$ cat src/rtl/operand_dispatcher_pkg.sv
// Shared types and default widths for the operand dispatcher and its FIFO.
// The optional watchdog is enabled with OPERAND_DISPATCHER_TIMEOUT_EN.
package operand_dispatcher_pkg;

  typedef enum logic [1:0] {
    ST_IDLE = 2'd0,
    ST_BUSY = 2'd1,
    ST_HOLD = 2'd2,
    ST_GAP  = 2'd3
  } state_t;

  // Default widths match the arithmetic core's operand and result buses.
  localparam int DEF_W    = 16;
  localparam int DEF_KW   = 8;
  localparam int DEF_TAGW = 8;

endpackage

$ cat src/rtl/operand_dispatcher_if.sv
// Producer-side operand port and consumer-side result port of the dispatcher.
// Both ports use valid/ready: a transfer happens on a rising clk edge where
// valid and ready are both 1; the sender keeps valid and data stable until then.
interface operand_dispatcher_if #(
  parameter int W    = 16,
  parameter int KW   = 8,
  parameter int TAGW = 8
);
  logic            in_valid;
  logic            in_ready;
  logic [W-1:0]    in_a;
  logic [W-1:0]    in_b;
  logic [W-1:0]    in_c;
  logic [KW-1:0]   in_k;
  logic            out_valid;
  logic            out_ready;
  logic [W-1:0]    out_resultado;
  logic [TAGW-1:0] out_tag;
  logic            out_timeout;

  modport slave (
    input  in_valid, in_a, in_b, in_c, in_k, out_ready,
    output in_ready, out_valid, out_resultado, out_tag, out_timeout
  );

  modport master (
    output in_valid, in_a, in_b, in_c, in_k, out_ready,
    input  in_ready, out_valid, out_resultado, out_tag, out_timeout
  );
endinterface

$ cat src/rtl/operand_dispatcher_fifo.sv
// dispatch_fifo: power-of-two synchronous FIFO with occupancy count.
// Storage is not reset; only pointers and count are.
module dispatch_fifo #(
  parameter int DW    = 8,
  parameter int DEPTH = 4
) (
  input  logic                     clk,
  input  logic                     rst_n,
  input  logic                     push,
  input  logic [DW-1:0]            wdata,
  input  logic                     pop,
  output logic [DW-1:0]            rdata,
  output logic [$clog2(DEPTH):0]   count,
  output logic                     full,
  output logic                     empty
);
  localparam int AW = $clog2(DEPTH);

  logic [DW-1:0] mem_q [DEPTH];
  logic [AW-1:0] wr_ptr_q, wr_ptr_d;
  logic [AW-1:0] rd_ptr_q, rd_ptr_d;
  logic [AW:0]   count_q, count_d;
  logic          push_ok, pop_ok;

  assign full  = (count_q == (AW+1)'(DEPTH));
  assign empty = (count_q == '0);
  assign count = count_q;
  assign rdata = mem_q[rd_ptr_q];

  // A push into a full FIFO is legal when a pop frees the slot in the same cycle.
  always_comb begin
    push_ok  = push && (!full || pop);
    pop_ok   = pop && !empty;
    wr_ptr_d = wr_ptr_q;
    rd_ptr_d = rd_ptr_q;
    count_d  = count_q;
    if (push_ok) wr_ptr_d = wr_ptr_q + AW'(1);
    if (pop_ok)  rd_ptr_d = rd_ptr_q + AW'(1);
    case ({push_ok, pop_ok})
      2'b10:   count_d = count_q + (AW+1)'(1);
      2'b01:   count_d = count_q - (AW+1)'(1);
      default: count_d = count_q;
    endcase
  end

  always_ff @(posedge clk or negedge rst_n) begin
    if (!rst_n) begin
      wr_ptr_q <= '0;
      rd_ptr_q <= '0;
      count_q  <= '0;
    end else begin
      wr_ptr_q <= wr_ptr_d;
      rd_ptr_q <= rd_ptr_d;
      count_q  <= count_d;
    end
  end

  always_ff @(posedge clk) begin
    if (push_ok) mem_q[wr_ptr_q] <= wdata;
  end
endmodule

$ cat src/rtl/operand_dispatcher.sv
// Buffers operand sets, runs the core's inicio/pronto handshake and offers tagged
// results downstream. OPERAND_DISPATCHER_TIMEOUT_EN adds a BUSY watchdog.
module operand_dispatcher
  import operand_dispatcher_pkg::*;
#(
  parameter int W              = DEF_W,
  parameter int KW             = DEF_KW,
  parameter int DEPTH          = 4,
  parameter int TAGW           = DEF_TAGW,
  parameter int TIMEOUT_CYCLES = 64
) (
  input  logic                   clk,
  input  logic                   rst,
  operand_dispatcher_if.slave    bus,
  output logic [W-1:0]           core_a,
  output logic [W-1:0]           core_b,
  output logic [W-1:0]           core_c,
  output logic [KW-1:0]          core_k,
  output logic                   inicio,
  input  logic                   pronto,
  input  logic [W-1:0]           resultado,
  output logic                   busy,
  output logic [$clog2(DEPTH):0] fifo_count,
  output state_t                 dbg_state
);
  localparam int OPW = 3*W + KW;

  state_t          state_q, state_d;
  logic [W-1:0]    core_a_q, core_a_d, core_b_q, core_b_d, core_c_q, core_c_d;
  logic [KW-1:0]   core_k_q, core_k_d;
  logic            inicio_q, inicio_d;
  logic            armed_q, armed_d;
  logic            out_valid_q, out_valid_d;
  logic [W-1:0]    out_res_q, out_res_d;
  logic [TAGW-1:0] out_tag_q, out_tag_d;
  logic [TAGW-1:0] tag_q, tag_d;

  logic            fifo_pop, fifo_full, fifo_empty;
  logic [OPW-1:0]  fifo_rdata;
  logic [W-1:0]    head_a, head_b, head_c;
  logic [KW-1:0]   head_k;

`ifdef OPERAND_DISPATCHER_TIMEOUT_EN
  localparam int TCW = $clog2(TIMEOUT_CYCLES + 1);
  localparam logic [TCW-1:0] TMO_LAST = TCW'(TIMEOUT_CYCLES - 1);
  logic [TCW-1:0]  tmo_cnt_q, tmo_cnt_d;
  logic            out_timeout_q, out_timeout_d;
`endif

  dispatch_fifo #(.DW(OPW), .DEPTH(DEPTH)) u_fifo (
    .clk   (clk),
    .rst_n (rst),
    .push  (bus.in_valid && bus.in_ready),
    .wdata ({bus.in_a, bus.in_b, bus.in_c, bus.in_k}),
    .pop   (fifo_pop),
    .rdata (fifo_rdata),
    .count (fifo_count),
    .full  (fifo_full),
    .empty (fifo_empty)
  );

  assign {head_a, head_b, head_c, head_k} = fifo_rdata;

  always_comb begin
    state_d     = state_q;
    core_a_d    = core_a_q;
    core_b_d    = core_b_q;
    core_c_d    = core_c_q;
    core_k_d    = core_k_q;
    inicio_d    = inicio_q;
    armed_d     = armed_q;
    out_valid_d = out_valid_q;
    out_res_d   = out_res_q;
    out_tag_d   = out_tag_q;
    tag_d       = tag_q;
    fifo_pop    = 1'b0;
`ifdef OPERAND_DISPATCHER_TIMEOUT_EN
    tmo_cnt_d     = tmo_cnt_q;
    out_timeout_d = out_timeout_q;
`endif
    case (state_q)
      ST_IDLE: begin
        if (!fifo_empty) begin
          core_a_d = head_a;
          core_b_d = head_b;
          core_c_d = head_c;
          core_k_d = head_k;
          fifo_pop = 1'b1;
          inicio_d = 1'b1;
          armed_d  = 1'b0;
          state_d  = ST_BUSY;
`ifdef OPERAND_DISPATCHER_TIMEOUT_EN
          tmo_cnt_d = '0;
`endif
        end
      end
      ST_BUSY: begin
        // pronto only counts once it has been seen low during this job.
        if (!pronto) armed_d = 1'b1;
        if (armed_q && pronto) begin
          out_res_d   = resultado;
          out_tag_d   = tag_q;
          tag_d       = tag_q + TAGW'(1);
          inicio_d    = 1'b0;
          out_valid_d = 1'b1;
          state_d     = ST_HOLD;
        end
`ifdef OPERAND_DISPATCHER_TIMEOUT_EN
        else if (tmo_cnt_q == TMO_LAST) begin
          out_res_d     = '0;
          out_tag_d     = tag_q;
          tag_d         = tag_q + TAGW'(1);
          out_timeout_d = 1'b1;
          inicio_d      = 1'b0;
          out_valid_d   = 1'b1;
          state_d       = ST_HOLD;
        end else begin
          tmo_cnt_d = tmo_cnt_q + TCW'(1);
        end
`endif
      end
      ST_HOLD: begin
        if (bus.out_ready) begin
          out_valid_d = 1'b0;
          state_d     = ST_GAP;
`ifdef OPERAND_DISPATCHER_TIMEOUT_EN
          out_timeout_d = 1'b0;
`endif
        end
      end
      ST_GAP: begin
        state_d = ST_IDLE;
      end
      default: state_d = ST_IDLE;
    endcase
  end

  always_ff @(posedge clk or negedge rst) begin
    if (!rst) begin
      state_q     <= ST_IDLE;
      core_a_q    <= '0;
      core_b_q    <= '0;
      core_c_q    <= '0;
      core_k_q    <= '0;
      inicio_q    <= 1'b0;
      armed_q     <= 1'b0;
      out_valid_q <= 1'b0;
      out_res_q   <= '0;
      out_tag_q   <= '0;
      tag_q       <= '0;
    end else begin
      state_q     <= state_d;
      core_a_q    <= core_a_d;
      core_b_q    <= core_b_d;
      core_c_q    <= core_c_d;
      core_k_q    <= core_k_d;
      inicio_q    <= inicio_d;
      armed_q     <= armed_d;
      out_valid_q <= out_valid_d;
      out_res_q   <= out_res_d;
      out_tag_q   <= out_tag_d;
      tag_q       <= tag_d;
    end
  end

`ifdef OPERAND_DISPATCHER_TIMEOUT_EN
  always_ff @(posedge clk or negedge rst) begin
    if (!rst) begin
      tmo_cnt_q     <= '0;
      out_timeout_q <= 1'b0;
    end else begin
      tmo_cnt_q     <= tmo_cnt_d;
      out_timeout_q <= out_timeout_d;
    end
  end
  assign bus.out_timeout = out_timeout_q;
`else
  assign bus.out_timeout = 1'b0;
`endif

  assign bus.in_ready      = !fifo_full;
  assign bus.out_valid     = out_valid_q;
  assign bus.out_resultado = out_res_q;
  assign bus.out_tag       = out_tag_q;
  assign core_a            = core_a_q;
  assign core_b            = core_b_q;
  assign core_c            = core_c_q;
  assign core_k            = core_k_q;
  assign inicio            = inicio_q;
  assign busy              = (state_q != ST_IDLE);
  assign dbg_state         = state_q;
endmodule

$ cat src/flat_wrapper.sv
// flat-port wrapper written by rule: the top's interface ports become plain ports
module operand_dispatcher_flat import operand_dispatcher_pkg::*;
#(
  parameter int W              = DEF_W,
  parameter int KW             = DEF_KW,
  parameter int DEPTH          = 4,
  parameter int TAGW           = DEF_TAGW,
  parameter int TIMEOUT_CYCLES = 64
)
  (clk, rst, core_a, core_b, core_c, core_k, inicio, pronto, resultado, busy, fifo_count, dbg_state, bus_in_valid, bus_in_a, bus_in_b, bus_in_c, bus_in_k, bus_out_ready, bus_in_ready, bus_out_valid, bus_out_resultado, bus_out_tag, bus_out_timeout);
  operand_dispatcher_if #(.W(W), .KW(KW), .TAGW(TAGW)) bus_i ();
  input  logic clk;
  input  logic rst;
  output logic [W-1:0] core_a;
  output logic [W-1:0] core_b;
  output logic [W-1:0] core_c;
  output logic [KW-1:0] core_k;
  output logic inicio;
  input  logic pronto;
  input  logic [W-1:0] resultado;
  output logic busy;
  output logic [$clog2(DEPTH):0] fifo_count;
  output state_t dbg_state;
  input wire logic [$bits(bus_i.in_valid)-1:0] bus_in_valid;
  input wire logic [$bits(bus_i.in_a)-1:0] bus_in_a;
  input wire logic [$bits(bus_i.in_b)-1:0] bus_in_b;
  input wire logic [$bits(bus_i.in_c)-1:0] bus_in_c;
  input wire logic [$bits(bus_i.in_k)-1:0] bus_in_k;
  input wire logic [$bits(bus_i.out_ready)-1:0] bus_out_ready;
  output wire logic [$bits(bus_i.in_ready)-1:0] bus_in_ready;
  output wire logic [$bits(bus_i.out_valid)-1:0] bus_out_valid;
  output wire logic [$bits(bus_i.out_resultado)-1:0] bus_out_resultado;
  output wire logic [$bits(bus_i.out_tag)-1:0] bus_out_tag;
  output wire logic [$bits(bus_i.out_timeout)-1:0] bus_out_timeout;
  assign bus_i.in_valid = bus_in_valid;
  assign bus_i.in_a = bus_in_a;
  assign bus_i.in_b = bus_in_b;
  assign bus_i.in_c = bus_in_c;
  assign bus_i.in_k = bus_in_k;
  assign bus_i.out_ready = bus_out_ready;
  assign bus_in_ready = bus_i.in_ready;
  assign bus_out_valid = bus_i.out_valid;
  assign bus_out_resultado = bus_i.out_resultado;
  assign bus_out_tag = bus_i.out_tag;
  assign bus_out_timeout = bus_i.out_timeout;
  operand_dispatcher #(.W(W), .KW(KW), .DEPTH(DEPTH), .TAGW(TAGW), .TIMEOUT_CYCLES(TIMEOUT_CYCLES)) u_core (.clk(clk), .rst(rst), .bus(bus_i), .core_a(core_a), .core_b(core_b), .core_c(core_c), .core_k(core_k), .inicio(inicio), .pronto(pronto), .resultado(resultado), .busy(busy), .fifo_count(fifo_count), .dbg_state(dbg_state));
endmodule
$ cat config.mk
export PLATFORM = sky130hd
export DESIGN_NAME = operand_dispatcher_flat
export DESIGN_NICKNAME = d
export VERILOG_FILES = /design/src/rtl/operand_dispatcher_pkg.sv /design/src/rtl/operand_dispatcher_if.sv /design/src/rtl/operand_dispatcher_fifo.sv /design/src/rtl/operand_dispatcher.sv /design/src/flat_wrapper.sv
export SDC_FILE = /design/constraint.sdc
export NUM_CORES = 1
export LEC_CHECK = 0
export ABC_AREA = 1
export CAP_MARGIN = 40
export CORE_ASPECT_RATIO = 0.9
export CORE_MARGIN = 4
export CORE_UTILIZATION = 40
export DETAILED_ROUTE_END_ITERATION = 8
export GPL_ROUTABILITY_DRIVEN = 0
export PLACE_DENSITY_LB_ADDON = 0.08
export SLEW_MARGIN = 10
export SYNTH_ARGS = -nofsm -noshare
export SYNTH_HDL_FRONTEND = slang
export SYNTH_HIERARCHICAL = 1
export SYNTH_SLANG_ARGS = --single-unit
$ cat constraint.sdc
create_clock -name clk -period 3.8 [get_ports clk]
set_input_delay 0.57 -clock clk [delete_from_list [all_inputs] [get_ports clk]]
set_output_delay 0.57 -clock clk [all_outputs]
set_load 0.02 [all_outputs]
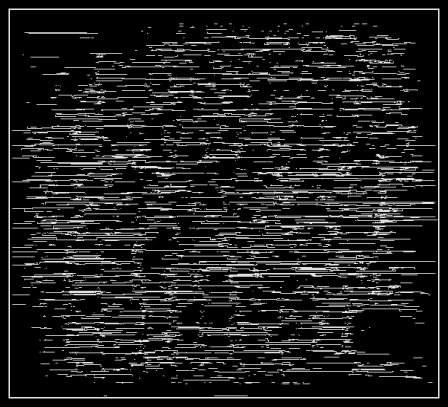
(M1 wires)
The layer holds 48% of the routed length. The layer carries 13,500 um of wire. 1,202 nets have wire on it.
total number of vias: 8,105
routed wire length: 28.24 mm

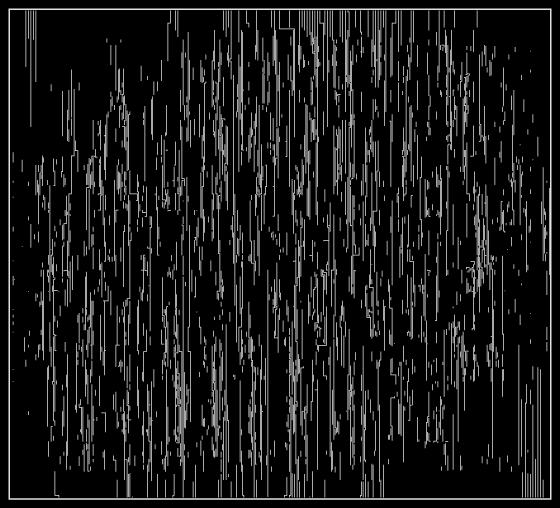
(M2 wires)
The layer carries 13,200 um of wire. The longest straight run is 82.3 um. The layer holds 47% of the routed length. 1,008 nets have wire on it. The wires run mostly vertical.
met2 Use GR: 26.23%

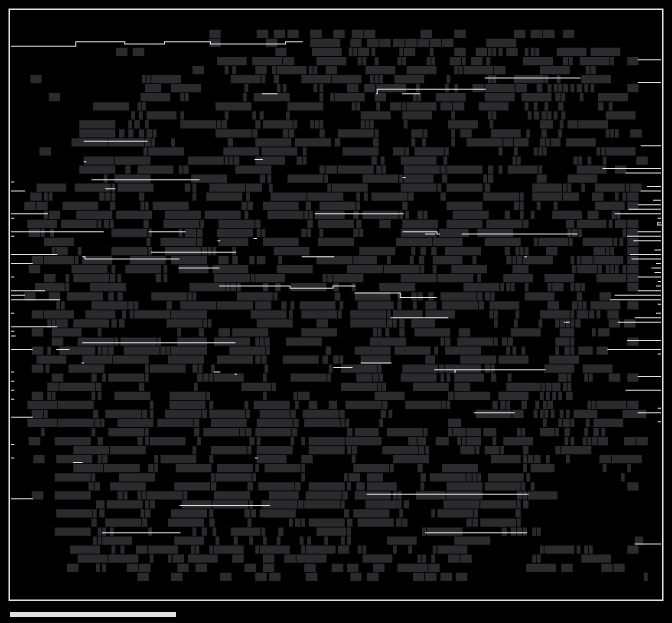
(M3 wires)
The bar under the picture is 50 um long.
79 nets have wire on it. The layer holds 3.9% of the routed length.

==> deck_impl_summary.md <==
Key Metrics from the Run

Outcome
  • Status: complete, no violations

Finish
  • Fin util: roughly half
  • Non-Filler Instances: 1,687
  • Nets: ~1,300
  • Area growth syn-to-layout: 24.26%
  • Share of cells above drive strength 1: around 6.0%
  • Final Cell Area: around 16,000 um^2
  • ANT cells: 0

Setup path
  • Max incr delay on CP: about 0.6 ns
  • Most common cell type on the critical path: nand2_1
  • Worst Setup End Kind: register
  • Top delay family on crit path: buffers and inverters
  • Startpoint Class: register
  • CP max stage cell: buf_4
  • Buffers plus inverters on the worst setup path: 5
  • Crit Path Max Fanout: ~59
  • Crit path DAT: 3.18 ns
  • WS Path Type: reg -> reg
  • Crit path cell chain: inv_1 -> ha_1 -> nand2_2 -> inv_2 -> buf_4 -> nand2_1 -> inv_1 -> ha_1 -> inv_1 -> fa_1 -> nand2_1 -> nand3_1 -> nand2_1 -> nand2_1
  • Req. time, crit path: about 4.2 ns

Power and ir drop
  • Worst IR Drop VDD: between 400 and 500 uV
  • Pwr Density: 845.3 nW/um^2
  • Clock share of power: approximately 25%
  • Switching part of the total power: 35.64%
  • P_leak: between 6 and 7 nW
  • Total power: roughly 13 mW
  • Int Power: around 8.6 mW
  • Seq pwr share: between 30 and 40%
  • Power share of the combinational group: between 30% and 40%
  • Switch Pwr: ~4.8 mW

Synth
  • Commonest flop: edfxtp_1
  • Ys flops: approximately 320
  • Top cell area share: 52.88%
  • Ys Warns: 6
  • Count leader, synth: nand2_1
  • Seq/Total Area, Yosys: 72.56%
  • Top post-synthesis cells by count: nand2_1, edfxtp_1, nor2_1, o21ai_1, dfrtp_1
  • Synth area leaders: edfxtp_1, dfrtp_1, nand2_1
  • Top cell type by total area after synthesis: edfxtp_1
  • Synthesized area per cell: around 12 um^2
  • Cell Area, Synth: roughly 13,000 um^2
  • Yosys Chip Area: roughly 13,000 um^2
  • Post-synth cell types: 26
  • Syn_nets: between 1,000 and 1,500
  • Post-synth EDFFs: ~220
  • FFs w/ async S/R, synth: 30.86%
  • Yosys cell count: 1,089
  • Synth Instances: ~1,100

Die
  • Die Y: 177.2 um
  • Init Core Util: between 40 and 50%
  • Die W: 196.0 um
  • Boundary pin count: between 150 and 200
  • Row cnt: around 61
  • Core area: between 30,000 and 40,000 um^2
  • Die area: approximately 35,000 um^2

Placement
  • PortBufs: 165
  • Hpwl dp: 16.81 mm
  • Post-DP Area: 14,650 um^2
  • Placed Cells: around 1,600

Detailed routing
  • Pre-antenna DRT Iters: 4
  • Post-DR vias/cell: about 4.8
  • Final ANT Viol Nets: 0
  • DR iter-0 viols: between 400 and 500
  • DRC viols: 0

Clock tree
  • Clk pin slew, worst setup/hold paths: approximately 0.060 ns
  • # Post-CTS Setup Buffers: 0
  • Clk buf depth: 3
  • CTS sink cnt: 324
  • H-tree levels: 2
  • Worst-Skew Late Latency: 0.51 ns
  • Clk root buf: clkbuf_16
  • CTS tree: done
  • # resized after CTS: 0
  • CTS Hold Bufs: 0
  • CTS Buf Count: 36

STA
  • Final clock skew: around 0.011 ns
  • Worst-Margin Slew: 0.8303 ns
  • Final Critical Period: 2.792 ns
  • Final period util: between 70 and 80%
  • Final hold violation count: 0
  • Max_slew headroom: 44.65%
  • Setup-failing EPs final: 0
  • F_max: ~360 MHz
  • Max-slew violation count: 0
  • RSZ-0062 raised after global routing: no

GRT
  • Largest net degree at the start of global routing: 71
  • Vias in the first global route: 8,034
  • GRT overflow: 0
  • GRT Util Overall: around 16%
  • First-pass GRT wire length: 45.03 mm
  • Initial antenna violation count: 1

Worst hold path
  • Min-Delay Path Class: in -> async

Job
  • Tally of OpenROAD warnings: 32
  • Max-Cap Viols: 0
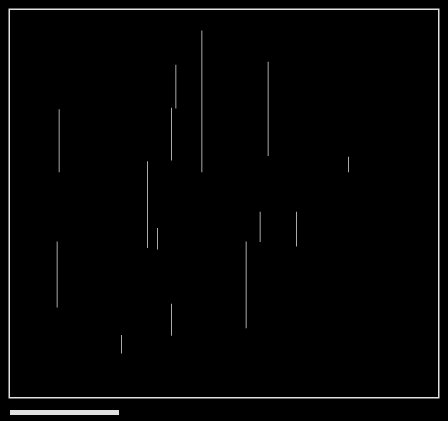
(signal wires on met4)
The bar under the picture is 50 um long.
6 nets have wire on it. The layer carries 356 um of wire.

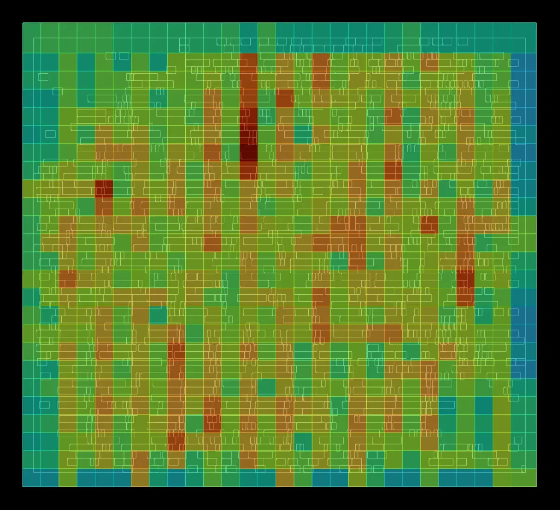
(routing congestion)
Top Usage Layer GRT: met2
WL/cell: 16.74 um

## power by group through the flow
stage          Sequential (mW)  Combinational [mW]  Clock (mW)
6_report                  5.28                4.73        3.35
3_3_place_gp              5.35                4.77           0
3_5_place_dp              5.36                4.81           0
4_1_cts                   5.30                4.83        3.45
2_1_floorplan             5.79                2.64           0
5_1_grt                   5.39                5.30        3.61
## per-stage QoR
step / setup TNS [ns] / worst slack (ns) / hold slack, ns
finish: 0 / 1.008 / 0.09970
CTS: 0 / 0.9896 / 0.1167
global route: 0 / 0.7176 / 0.1382
detailed placement: 0 / 0.9327 / 0.4644
floorplan: -108.62 / -0.4849 / 0.2744
global placement: 0 / 0.9569 / 0.4555
## final cells by class
type	instances	area (um^2)
clock inverters	7	68.82
well taps	409	511.7
flip-flops and latches	324	9233
repair buffers	178	1809
multi-input cells	672	2948
inverters	38	146.4
clock buffers	59	1089
fillers	2829	15330
## registers in the layout, summed over array words and instances, names as in the netlist, 3 cells and up
| register | cells |
|---|---|
| u_core/u_fifo/count | 3 |
| u_core/core_b | 16 |
| u_core/core_c | 16 |
| u_core/core_k | 8 |
| u_core/bus.out_tag | 8 |
| u_core/core_a | 16 |
| u_core/bus.out_resultado | 16 |
| u_core/u_fifo/mem_q | 224 |
| u_core/tag_q | 8 |
## path summary, 6_finish.rpt
check	cells past startpoint	to	from	slack, ns
setup / recovery	14	u_core/u_fifo/count[2]$_DFFE_PN0P_	u_core/dbg_state[1]$_DFFE_PN0P_	1.01
hold / removal	1	u_core/u_fifo/count[0]$_DFFE_PN0P_	rst	0.1
setup reg to reg	14	u_core/u_fifo/count[2]$_DFFE_PN0P_	u_core/dbg_state[1]$_DFFE_PN0P_	1.01
hold reg to reg	2	u_core/tag_q[7]$_DFFE_PN0P_	u_core/tag_q[7]$_DFFE_PN0P_	0.48
max in group asynchronous	2	u_core/core_k[7]$_DFFE_PN0P_	rst	2.94
min in group clk	2	u_core/tag_q[7]$_DFFE_PN0P_	u_core/tag_q[7]$_DFFE_PN0P_	0.48
## logic make-up (layout without fill, tap and decap cells)
group                    count (synthesis)  in the layout  share of synthesized area [%]
AND/OR/NAND/NOR                        477            477                          14.46
flip-flops                             324            324                          72.56
AND-OR/OR-AND                          179            179                          7.063
buffers and inverters                   93            282                          4.505
adder cells (fa/ha/maj)                 10             10                          1.043
XOR/XNOR                                 5              5                         0.3443
other                                    1              1                        0.02948
## metal layers
| metal | vias up | wire length [um] | track usage [%] |
|---|---|---|---|
| met5 | - | 13 | 0 |
| met4 | 2 | 356 | 3.432 |
| met3 | 33 | 1110 | 2.988 |
| met2 | 130 | 13250 | 26.23 |
| met1 | 3953 | 13510 | 23.32 |
| li1 | 3987 | - | - |
## cell usage in the layout, fill, tap and decap left out, drive strengths merged
cell type and n:
nor3 2, ha 9, fa 1, bufinv 1, dfrtp 100, o21ai 178, nand3 17, xnor2 1
xor2 4, inv 39, nand2 276, clkdlybuf4s50 164, o21a 1, nor2 181, buf 14, conb 1
clkbuf 59, clkinvlp 1, clkinv 4, nand4 1, edfxtp 224
Power and IR drop assume default switching activity.
